Fig. 1: run 1, routed clock nets over the placement
(10 px per um)
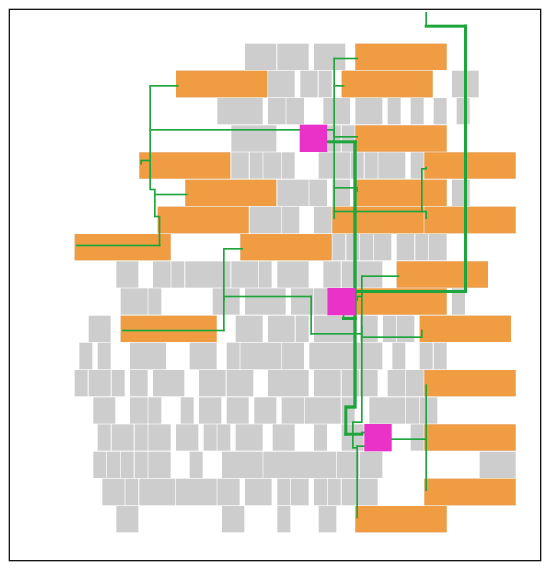
Fig. 2: run 1, floorplan with the power grid
(6 px per um) Pins as bars on the die edge.
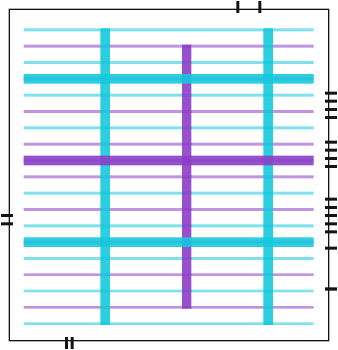
Fig. 3: run 1, placement by cell class
(8 px per um) Fill, decap, tap and diode cells in grey.
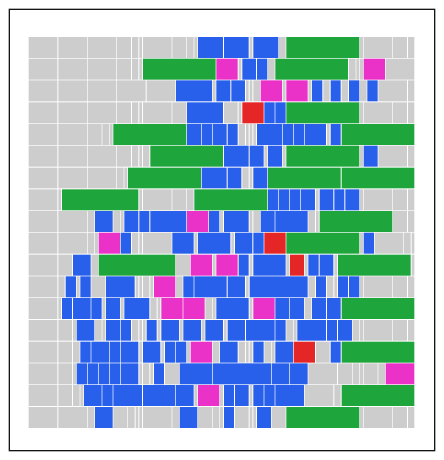
==> src/rtl/rr_req_ack_arbiter.sv <==
// rtl/rr_req_ack_arbiter.sv - round-robin arbiter sharing one req/ack resource
// between N requesters, with per-winner done/err pulses and an ack timeout.
module rr_req_ack_arbiter #(
  parameter int N       = 4,
  parameter int TIMEOUT = 15
) (
  input  logic         clk,
  input  logic         rst_n,
  input  logic [N-1:0] req,
  output logic [N-1:0] gnt,
  output logic [N-1:0] done,
  output logic [N-1:0] err,
  output logic         res_req,
  input  logic         res_ack,
  output logic         busy
);

  localparam int PW = (N > 1) ? $clog2(N) : 1;
  localparam int CW = (TIMEOUT > 1) ? $clog2(TIMEOUT + 1) : 1;
  localparam logic [CW-1:0] CNT_LAST = CW'(TIMEOUT - 1);
  localparam logic [PW-1:0] IDX_LAST = PW'(N - 1);

  typedef enum logic {IDLE, BUSY} state_t;

  state_t        state_q, state_d;
  logic [PW-1:0] ptr_q, ptr_d;
  logic [PW-1:0] win_q, win_d;
  logic [CW-1:0] cnt_q, cnt_d;
  logic [N-1:0]  gnt_q, gnt_d;
  logic [N-1:0]  done_q, done_d;
  logic [N-1:0]  err_q, err_d;

  logic          sel_found;
  logic [PW-1:0] sel_idx;
  logic [PW-1:0] ptr_next;

  // Search upward from the pointer, wrapping at N; first set bit wins.
  always_comb begin
    sel_found = 1'b0;
    sel_idx   = '0;
    for (int i = 0; i < N; i++) begin
      if (!sel_found && req[(int'(ptr_q) + i) % N]) begin
        sel_found = 1'b1;
        sel_idx   = PW'((int'(ptr_q) + i) % N);
      end
    end
  end

  assign ptr_next = (win_q == IDX_LAST) ? '0 : win_q + PW'(1);

  always_comb begin
    state_d = state_q;
    ptr_d   = ptr_q;
    win_d   = win_q;
    cnt_d   = cnt_q;
    gnt_d   = gnt_q;
    done_d  = '0;
    err_d   = '0;
    case (state_q)
      IDLE: begin
        if (sel_found) begin
          state_d = BUSY;
          win_d   = sel_idx;
          gnt_d   = N'(1) << sel_idx;
          cnt_d   = '0;
        end
      end
      BUSY: begin
        // Ack takes precedence over a timeout landing on the same edge.
        if (res_ack) begin
          done_d  = gnt_q;
          gnt_d   = '0;
          cnt_d   = '0;
          ptr_d   = ptr_next;
          state_d = IDLE;
        end else if (cnt_q == CNT_LAST) begin
          err_d   = gnt_q;
          gnt_d   = '0;
          cnt_d   = '0;
          ptr_d   = ptr_next;
          state_d = IDLE;
        end else begin
          cnt_d = cnt_q + CW'(1);
        end
      end
      default: begin
        state_d = IDLE;
        gnt_d   = '0;
        cnt_d   = '0;
      end
    endcase
  end

  always_ff @(posedge clk or negedge rst_n) begin
    if (!rst_n) begin
      state_q <= IDLE;
      ptr_q   <= '0;
      win_q   <= '0;
      cnt_q   <= '0;
      gnt_q   <= '0;
      done_q  <= '0;
      err_q   <= '0;
    end else begin
      state_q <= state_d;
      ptr_q   <= ptr_d;
      win_q   <= win_d;
      cnt_q   <= cnt_d;
      gnt_q   <= gnt_d;
      done_q  <= done_d;
      err_q   <= err_d;
    end
  end

  assign gnt     = gnt_q;
  assign done    = done_q;
  assign err     = err_q;
  assign busy    = (state_q == BUSY);
  assign res_req = (state_q == BUSY);

endmodule

==> config.mk <==
export PLATFORM = sky130hd
export DESIGN_NAME = rr_req_ack_arbiter
export DESIGN_NICKNAME = d
export VERILOG_FILES = /design/src/rtl/rr_req_ack_arbiter.sv
export SDC_FILE = /design/constraint.sdc
export NUM_CORES = 1
export LEC_CHECK = 0
export ABC_AREA = 1
export CAP_MARGIN = 10
export CORE_AREA = 2 2 51 53
export CTS_CLUSTER_SIZE = 30
export DETAILED_ROUTE_END_ITERATION = 6
export DIE_AREA = 0 0 53 55
export DONT_BUFFER_PORTS = 1
export PLACE_DENSITY = 0.71
export SYNTH_ARGS = -nofsm -noshare
export SYNTH_HDL_FRONTEND = slang
export SYNTH_SLANG_ARGS = --single-unit
export TNS_END_PERCENT = 5
==> constraint.sdc <==
create_clock -name clk -period 1.5 [get_ports clk]
set_input_delay 0.3 -clock clk [delete_from_list [all_inputs] [get_ports clk]]
set_output_delay 0.3 -clock clk [all_outputs]
set_load 0.02 [all_outputs]
==> reports/results.txt, run 1 <==
status: finished with violations
failing checks: negative setup slack
Num CTS Buffers: 3
ys cells: 149
Area growth syn-to-layout: 14.82%
cycle use final: 104.2%
most frequent cells in the layout: nand2_1 (26), dfrtp_1 (19), inv_1 (17), nand2_2 (17), nand3_1 (16)
Tmin final: 1.563 ns
Synth area leaders: dfrtp_1 (42%), nand2_1 (8.6%), nand3_1 (7.1%), nand2_2 (6.9%), inv_1 (5.0%)
Clock Pin Slew Worst Setup and Hold Paths: 0.12 ns
FF-to-FF path depth: 9
Worst Max-Slew Pin Slew: 0.9040 ns
Setup Fix Bufs, Post-CTS: 1
Setup-failing EPs final: 7
number of clock buffers in the layout: 3
Nets at Floorplan: 159
Tap Count: 30
Max-area cell class: logic gates
first-iteration detailed-routing DRC count: 28
post-route setup slack: -0.06311 ns
Unique cell types: 30
Top Metal Used: met4
-- Fig. 1 (at the start) --
[orange] flip-flops | count: 21
[green] clock wires | length: 271 um
[magenta] clock drivers | count: 3
routed clock nets	4
Final Skew: 0.002509 ns
clock share of power: 8.5%

-- Fig. 2 (at the start) --
colour	net
cyan	VSS
purple	VDD
signal pins	21
met5 straps	3
Die Ht: 55 um
die width: 53 um
Core Area: 0.002365 sq mm
VDD IR-drop max: 1.235 mV

-- Fig. 3 (at the start) --
colour	class	cells
green	flops	21
blue	combinational and other logic	125
red	clock drivers and dummy loads	4
magenta	other buffers and delay cells	15

run 1: logic make-up (layout without fill, tap and decap cells):
kind of cell | after synthesis | after routing
AOI/OAI and AO/OA | 12 | 12
xor gates and xnor gates | 2 | 2
adders and majority gates | 3 | 3
buffers and inverters | 25 | 40
DFF | 21 | 21
and+or+nand+nor | 86 | 87
run 1: stage by stage:
step	total power [mW]	utilization (%)	instance area [sq um]	instances	hold WS [ns]
after global placement	2.819	57.67	1364	188	0.004803
final	3.340	61.48	1454	195	0.06518
after floorplan	2.432	-	1266	149	0.004409
after global routing	3.630	61.48	1454	195	0.04307
after CTS	3.270	60.58	1433	195	0.06634
after detailed placement	2.875	57.67	1364	188	0.004817
==> run 2, diff against run 1 <==
--- a/config.mk
+++ b/config.mk
@@ -6,6 +6,7 @@
 export NUM_CORES = 1
 export LEC_CHECK = 0
 export ABC_AREA = 1
+export ABC_CLOCK_PERIOD_IN_PS = 1500
 export CAP_MARGIN = 10
 export CORE_AREA = 2 2 51 53
 export CTS_CLUSTER_SIZE = 30
Fig. 4: run 2, sequential cells coloured by netlist name
(8 px per um) Other sequential cells in the stronger grey, the rest of the logic in the fainter grey.
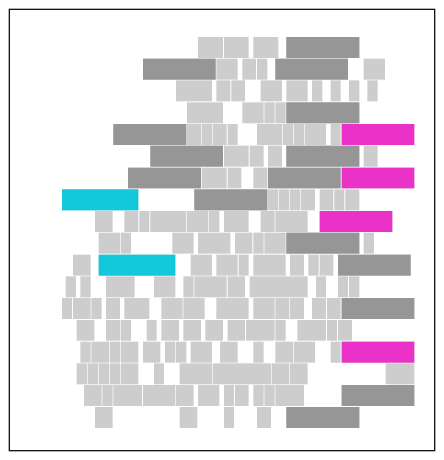
colour	signal	flops
cyan	ptr_q	2
magenta	err	4

==> run 2 against run 1 <==
The flow still finishes with violations (negative setup slack). Critical path type unchanged. Non-clock buffer count unchanged. Critical path depth unchanged. Maximum frequency is the same. Sequential share of layout area did not move.
==> reports/results.txt, run 2 <==
fin cells: 195
Placed Cells: 188
Register-to-Register Setup Slack: -0.06 ns
VDD IR-drop max: 1.235 mV
die width: 53 um
design area: 0.001454 sq mm
ANT cells: 0
Core Area: 0.002365 sq mm
post-route setup slack: -0.06311 ns
met2 Track Usage GR: 37.08%
Tot Pwr: 3.340 mW
most frequent cells in the layout: nand2_1 (26), dfrtp_1 (19), inv_1 (17), nand2_2 (17), nand3_1 (16)
Setup Fix Bufs, Post-CTS: 1
achievable frequency: 639.8 MHz
Area growth syn-to-layout: 14.82%
Num CTS Buffers: 3
ys cells: 149
Clock Pin Slew Worst Setup and Hold Paths: 0.12 ns
Synth area leaders: dfrtp_1 (42%), nand2_1 (8.6%), nand3_1 (7.1%), nand2_2 (6.9%), inv_1 (5.0%)
CTS Sinks: 21
Setup-failing EPs final: 7
Nets at Floorplan: 159
vias in the first global route: 973
first-iteration detailed-routing DRC count: 28
status: finished with violations
Tap Count: 30
Avg Inst Size Synth: 8.498 sq um
Post-Place Cell Area: 0.001364 sq mm
Sequential Power: 0.914 mW
initial antenna violation count: 0
Top Metal Used: met4
Max-area cell class: logic gates
Unique cell types: 30
Die Ht: 55 um
cycle use final: 104.2%
Worst Max-Slew Pin Slew: 0.9040 ns
gr ovfl total: 0
number of clock buffers in the layout: 3
Tmin final: 1.563 ns
failing checks: negative setup slack
vias per cell: 5.236
grt met3 use: 3.495%
WHS: 0.06518 ns
clock share of power: 8.5%
Final Skew: 0.002509 ns
Fig. 5: run 2, placement by cell class
(8 px per um) Fill, decap, tap and diode cells in grey.
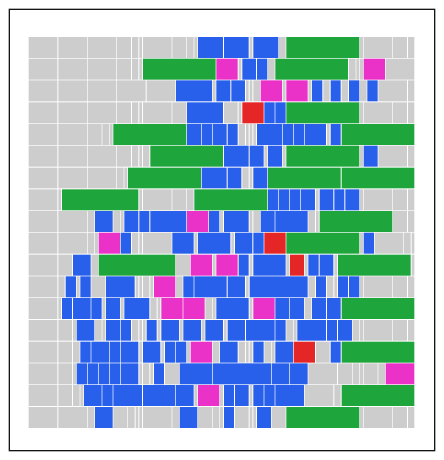
colour	class	cells
green	flops	21
magenta	other buffers and delay cells	15
blue	combinational and other logic	125
red	clock drivers and dummy loads	4
Seq/total area: 36.32%
Finished Core Util: 61.48%

run 2: cell counts after synthesis:
Identical to the previous run, type by type.
run 2: logic make-up (layout without fill, tap and decap cells):
family / after synthesis / after routing / share of synthesized area [%]
DFF: 21 / 21 / 41.50
xor gates and xnor gates: 2 / 2 / 1.384
buffers and inverters: 25 / 40 / 9.189
adders and majority gates: 3 / 3 / 2.965
AOI/OAI and AO/OA: 12 / 12 / 6.226
and+or+nand+nor: 86 / 87 / 38.74
run 2: worst paths after layout:
kind                               start       end  depth (start not counted)
worst max-delay path            ptr_q[0]    gnt[0]                          9
worst min-delay path             res_ack  cnt_q[3]                          1
worst max register to register  ptr_q[0]    gnt[0]                          9
worst min register to register  win_q[0]  ptr_q[0]                          1
max in group asynchronous          rst_n  ptr_q[0]                          1
min in group asynchronous          rst_n    gnt[2]                          1
Power is estimated from default activity; no workload was simulated.
